$ cat src/rtl/sensor_event_conditioner.sv
// Synchronizes and debounces the goal beam-break and goalie limit-switch inputs, and turns
// beam interruptions into single goal events with a post-goal holdoff, a saturating count and a sticky flag.
module sensor_event_conditioner #(
    parameter int DEBOUNCE_CYCLES = 1000,
    parameter int HOLDOFF_CYCLES  = 50000000
) (
    input  logic        clk,
    input  logic        reset_n,
    input  logic        beam_break_raw,
    input  logic        limit_switch_raw,
    input  logic        clear_goal,
    output logic        beam_broken,
    output logic        limit_pressed,
    output logic        goal_event,
    output logic [7:0]  goal_count,
    output logic [31:0] status
);

    localparam logic [15:0] DB_LAST = 16'(DEBOUNCE_CYCLES - 1);
    localparam logic [26:0] HO_LOAD = 27'(HOLDOFF_CYCLES - 1);

    typedef enum logic [1:0] {
        IDLE    = 2'd0,
        BROKEN  = 2'd1,
        HOLDOFF = 2'd2
    } state_t;

    state_t      state;
    logic [26:0] holdoff_timer;
    logic        holdoff_active;
    logic        goal_flag;

    logic        beam_sync_p0, beam_sync_p1;
    logic        limit_sync_p0, limit_sync_p1;
    logic [15:0] beam_cnt, limit_cnt;
    logic [16:0] beam_db_nxt, limit_db_nxt;
    logic        beam_level_nxt;

    // Returns {next_level, next_count} for one debouncer step.
    function automatic logic [16:0] debounce_step(input logic sample, input logic level,
                                                  input logic [15:0] cnt);
        if (sample == level)
            return {level, 16'd0};
        else if (cnt == DB_LAST)
            return {sample, 16'd0};
        else
            return {level, cnt + 16'd1};
    endfunction

    function automatic logic [7:0] sat_inc(input logic [7:0] value);
        return (value == 8'hFF) ? value : value + 8'd1;
    endfunction

    // Stage p0/p1: two-flop synchronizers; beam idles intact (1), limit idles released (0).
    always_ff @(posedge clk or negedge reset_n) begin
        if (!reset_n) begin
            beam_sync_p0  <= 1'b1;
            beam_sync_p1  <= 1'b1;
            limit_sync_p0 <= 1'b0;
            limit_sync_p1 <= 1'b0;
        end else begin
            beam_sync_p0  <= beam_break_raw;
            beam_sync_p1  <= beam_sync_p0;
            limit_sync_p0 <= limit_switch_raw;
            limit_sync_p1 <= limit_sync_p0;
        end
    end

    // Beam sensor is active-low: a synced 0 means broken.
    assign beam_db_nxt    = debounce_step(~beam_sync_p1, beam_broken, beam_cnt);
    assign limit_db_nxt   = debounce_step(limit_sync_p1, limit_pressed, limit_cnt);
    assign beam_level_nxt = beam_db_nxt[16];

    // Debounced levels and the beam FSM; the FSM reacts to the next debounced level so
    // goal_event lands on the same edge that beam_broken rises.
    always_ff @(posedge clk or negedge reset_n) begin
        if (!reset_n) begin
            beam_cnt       <= 16'd0;
            limit_cnt      <= 16'd0;
            beam_broken    <= 1'b0;
            limit_pressed  <= 1'b0;
            state          <= IDLE;
            holdoff_timer  <= 27'd0;
            holdoff_active <= 1'b0;
            goal_event     <= 1'b0;
            goal_count     <= 8'd0;
            goal_flag      <= 1'b0;
        end else begin
            beam_broken   <= beam_db_nxt[16];
            beam_cnt      <= beam_db_nxt[15:0];
            limit_pressed <= limit_db_nxt[16];
            limit_cnt     <= limit_db_nxt[15:0];
            goal_event    <= 1'b0;

            if (clear_goal) begin
                goal_count <= 8'd0;
                goal_flag  <= 1'b0;
            end

            case (state)
                IDLE: begin
                    holdoff_active <= 1'b0;
                    if (beam_level_nxt) begin
                        goal_event <= 1'b1;
                        goal_flag  <= 1'b1;
                        goal_count <= clear_goal ? 8'd1 : sat_inc(goal_count);
                        state      <= BROKEN;
                    end
                end
                BROKEN: begin
                    holdoff_active <= 1'b0;
                    if (!beam_level_nxt) begin
                        holdoff_timer  <= HO_LOAD;
                        holdoff_active <= 1'b1;
                        state          <= HOLDOFF;
                    end
                end
                HOLDOFF: begin
                    if (beam_level_nxt) begin
                        holdoff_active <= 1'b0;
                        state          <= BROKEN;
                    end else if (holdoff_timer == 27'd0) begin
                        holdoff_active <= 1'b0;
                        state          <= IDLE;
                    end else begin
                        holdoff_timer <= holdoff_timer - 27'd1;
                    end
                end
                default: begin
                    holdoff_active <= 1'b0;
                    state          <= IDLE;
                end
            endcase
        end
    end

    assign status = {16'd0, goal_count, 4'd0, holdoff_active, goal_flag, limit_pressed, beam_broken};

endmodule

$ cat config.mk
export PLATFORM = sky130hd
export DESIGN_NAME = sensor_event_conditioner
export DESIGN_NICKNAME = d
export VERILOG_FILES = /design/src/rtl/sensor_event_conditioner.sv
export SDC_FILE = /design/constraint.sdc
export NUM_CORES = 1
export LEC_CHECK = 0
export CELL_PAD_IN_SITES_DETAIL_PLACEMENT = 0
export CELL_PAD_IN_SITES_GLOBAL_PLACEMENT = 1
export CORE_AREA = 2 2 92 102
export CTS_CLUSTER_DIAMETER = 120
export DETAILED_ROUTE_END_ITERATION = 10
export DIE_AREA = 0 0 94 104
export DONT_BUFFER_PORTS = 1
export PLACE_DENSITY = 0.77
export SYNTH_ARGS = -nofsm -noshare
export SYNTH_HDL_FRONTEND = slang
export SYNTH_SLANG_ARGS = --single-unit
$ cat constraint.sdc
create_clock -name clk -period 6.6 [get_ports clk]
set_input_delay 0.99 -clock clk [delete_from_list [all_inputs] [get_ports clk]]
set_output_delay 0.99 -clock clk [all_outputs]
set_load 0.03 [all_outputs]
Fig. 1: run 1, floorplan with the power grid
Scale bar: 20 um. Pins as bars on the die edge.
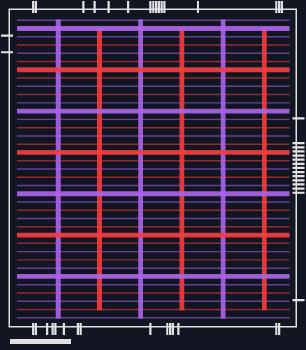
- purple: VSS
- red: VDD
- rows: 36
- signal pins: 48
- met1 rails: 37
- met5 straps: 7
- met4 straps: 6
Max IR drop VDD: 0.000118 V
die height: 104 um
Die Wd: 94 um
CORE AREA: 8780 um^2

Fig. 2: run 1, placement by cell class
Fill, decap, tap and diode cells in gray.
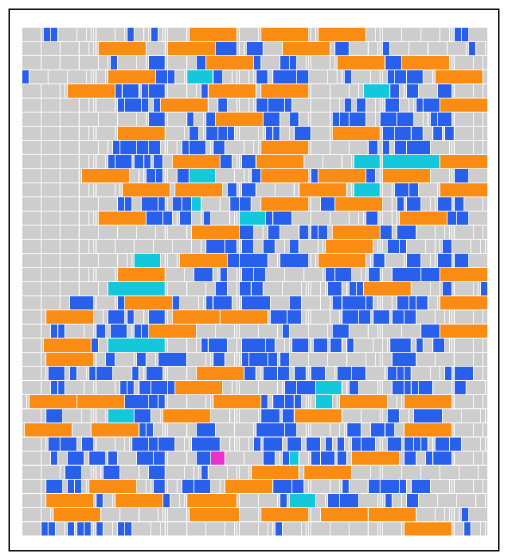
- blue: combinational and other logic (cells 342; share of their area 49%)
- cyan: clock drivers and dummy loads (cells 16; share of their area 5.7%)
- orange: flops (cells 78; share of their area 45%)
- magenta: other buffers and delay cells (cells 1; share of their area 0.17%)

==> run summary, run 1 <==
fresh numbers from the pnr run: CP cell instances inv_1 > ha_1 > nor4b_1 > nand4_1 > o21ai_2 > o21ai_1 > a21o_1, syn avg cell area 9.70 um^2, flop count 78, Unique cell types 57, met2 usage 29.2%, Top Layer Used met4, total gr overflow 0, top cells, area dfrtp_1, buf_4, nor2_1, tool warnings 26, status finished, final reports clean, placed cells 535, bufs w/o clock 1, met3 WL 262 um, GP Congestion 0.759, Int Pwr 0.747 mW, Fillers 829, ys cells 449, FF+latch area 1950 um^2, most frequent logic cells in the routed design dfrtp_1, nor2_1, nand2_1, nand3_1, conb_1, number of logic gates 331, inverters 11, Compound Share, Synth 10.4%, combinational power 0.0246 mW, Crit-path slowest cell o21ai_2, met1 Use GR 25.1%, Reg with most FFs holdoff_timer, Post-synth top cells dfrtp_1, nor2_1, buf_4, Row Count 36, kind of critical path register to register, max FFs per register 27, Tcrit/Tclk final 43.9%, initial antenna violation count 0, layout cells sized above 1 8.47%, Async SR Flop Fraction 100%, startpoint class of the critical path register, Antenna Violating Nets Remaining 0, Total Wirelength 8.68 mm, max cap viols 0, Layout non-clock buf frac 0.167%, hold_buf cts 0, post-synthesis xor/xnor area fraction 5.83%, clock sinks 78, CP max FO 23, Biggest consumer sequential cells, number of nets in the layout 441, CTS max path bufs 2, fin util 51.3%, Seq. pwr 0.486 mW, Comb power frac 2.6%, yosys stat area 4350 um^2, delay-heaviest family, CP AND-OR/OR-AND gates, cell taking the most area after synthesis dfrtp_1, Die Size 9780 um^2, Simple Share, Synth 24.9%, Worst setup startpoint holdoff_timer[0]$_DFFE_PN0P_, CTS H-tree depth 3, PwrDens 212 nW/um^2, drc violations 0, fp util 49.6%, relative slew slack 29.1%, post-synthesis instance area 4350 um^2, Final WS setup 3.70 ns, ANT cells 0, # IOs 48, Top logic family simple AND/OR/NAND/NOR gates, Sw Share 21.7%, top_reg_cell synth dfrtp_1, number of global-route vias before repair 2959, Worst R2R Path Depth 7, required time of the critical path 6.86 ns, Seq/total area 43.4%, min-delay worst type input pin to async pin, Post-Place Setup Slack 3.71 ns, DR vias/cell 5.59, largest class combinational gates, Post-Route M1 WL 4.09 mm, Final min period 2.90 ns, Tap Cells 114, Post-synth EDFFs 0, combinational gate area 2110 um^2, DR WL met2 4.22 mm, GR met3 Demand/Resource 4.57%, Syn Inst Count 449, r2r endpoint holdoff_timer[0]$_DFFE_PN0P_, post-CTS resize count 0, worst reg2reg setup slack 3.70 ns, P_leak 2.09 nW
Fig. 3: run 1, routed clock nets over the placement
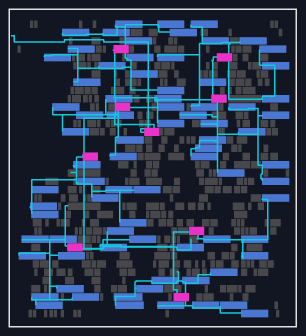
- magenta: clock drivers (count 9)
- cyan: clock wires (length 1080 um)
- blue: flip-flops (count 78)
- flops lie: all over the die
Layout Skew: 0.0128 ns
clock share of power: 46.5%
clk_lat worst skew: 0.36 ns
Clk power: 0.443 mW

Fig. 4: run 1, wiring by layer
Scale bar: 20 um. Two of the layers only.
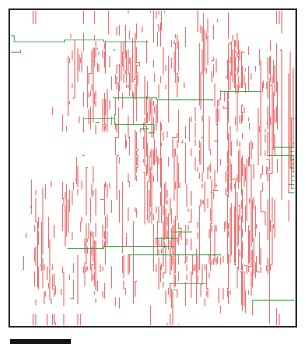
- green: metal 3 (wire length 262 um)
- red: metal 2 (wire length 4220 um)
total number of vias: 3079
gr usage total: 18.6%
Routed WL per cell: 15.8 um

Fig. 5: run 1, clock wiring as the flow saved it
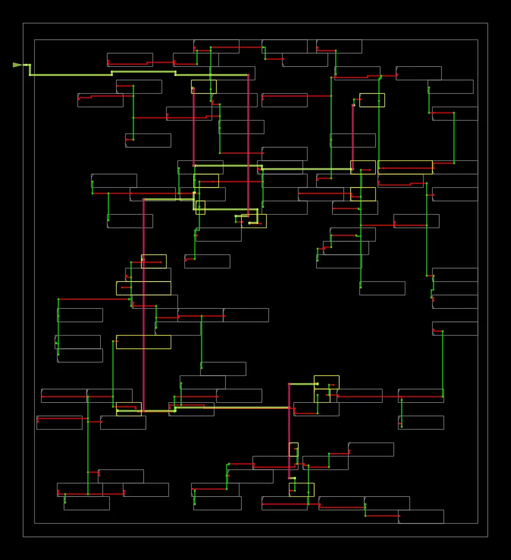

==> run 2: changes to the inputs <==
CORE_AREA = 2 2 93 104   (was 2 2 92 102)
DIE_AREA = 0 0 95 106   (was 0 0 94 104)
PLACE_DENSITY = 0.75   (was 0.77)
clock period = 3.03 ns   (was 6.6 ns; I/O delays follow)
Fig. 6: run 2, clock wiring as the flow saved it
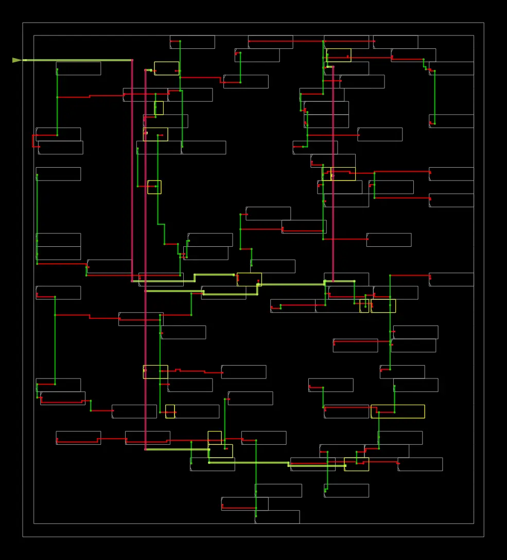
clock buf count: 9
Num CTS Buffers: 9
Layout Skew: 0.0102 ns
flop count: 78
clk_lat worst skew: 0.37 ns

Fig. 7: run 2, floorplan with the power grid
Scale bar: 20 um. Pins as bars on the die edge.
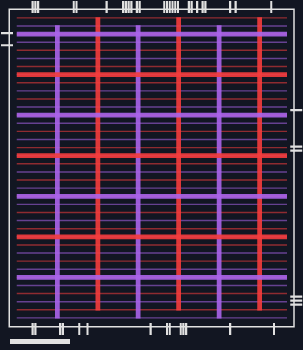
- purple: VSS
- red: VDD
- met4 straps: 6
- met5 straps: 7
- signal pins: 48
- rows: 37
- met1 rails: 38
Max IR drop VDD: 0.000216 V
CORE AREA: 9120 um^2

==> run summary, run 2 <==
fresh numbers from the pnr run: Final min period 2.55 ns (-0.345 ns), drc violations 0 (unchanged), DR vias/cell 5.51 (-1.3%), met2 usage 30.6% (+1.5 points), kind of critical path register to register, Post-Route M1 WL 3.94 mm (-3.6%), tool warnings 26 (unchanged), DR WL met2 4.42 mm (+4.8%), initial antenna violation count 0 (unchanged), post-CTS resize count 0 (unchanged), Top Layer Used met4, top_reg_cell synth dfrtp_1, met3 WL 221 um (-16%), max FFs per register 27 (unchanged), Top logic family simple AND/OR/NAND/NOR gates, hold_buf cts 2 (+2), Die Wd 95 um (+1.1%), total gr overflow 0 (unchanged), Row Count 37 (+2.8%), Reg with most FFs holdoff_timer, total number of vias 3115 (+1.2%), fp util 47.7% (-1.8 points), clock share of power 40.6% (-5.9 points), Layout non-clock buf frac 2.47% (+2.3 points), CTS max path bufs 2 (unchanged), Biggest consumer sequential cells, Async SR Flop Fraction 100% (unchanged), Int Pwr 1.44 mW (+92%), Post-synth EDFFs 0 (unchanged), status finished, final reports clean, Compound Share, Synth 10.4% (unchanged), Seq. pwr 1.06 mW (+120%), layout cells sized above 1 10.5% (+2.0 points), inverters 11 (unchanged), yosys stat area 4350 um^2 (unchanged), P_leak 2.12 nW (+1.4%), Worst R2R Path Depth 7 (unchanged), r2r endpoint goal_count[7]$_DFFE_PN0P_, # IOs 48 (unchanged), Post-synth top cells dfrtp_1, nor2_1, buf_4, Crit-path slowest cell inv_2, cell taking the most area after synthesis dfrtp_1, CP max FO 32 (+39%), required time of the critical path 3.27 ns (-3.59 ns), Post-Place Setup Slack 0.452 ns (-3.26 ns), number of nets in the layout 452 (+2.5%), fin util 49.9% (-1.3 points), delay-heaviest family, CP simple AND/OR/NAND/NOR gates, placed cells 547 (+2.2%), Comb power frac 4.1% (+1.5 points), min-delay worst type input pin to register, most frequent logic cells in the routed design dfrtp_1, nor2_1, nand2_1, nand3_1, conb_1, worst reg2reg setup slack 0.48 ns (-3.23 ns), Antenna Violating Nets Remaining 0 (unchanged), Worst setup startpoint beam_cnt[0]$_DFF_PN0_, combinational gate area 2110 um^2 (unchanged), number of global-route vias before repair 3056 (+3.3%)
Power and IR drop assume default switching activity.
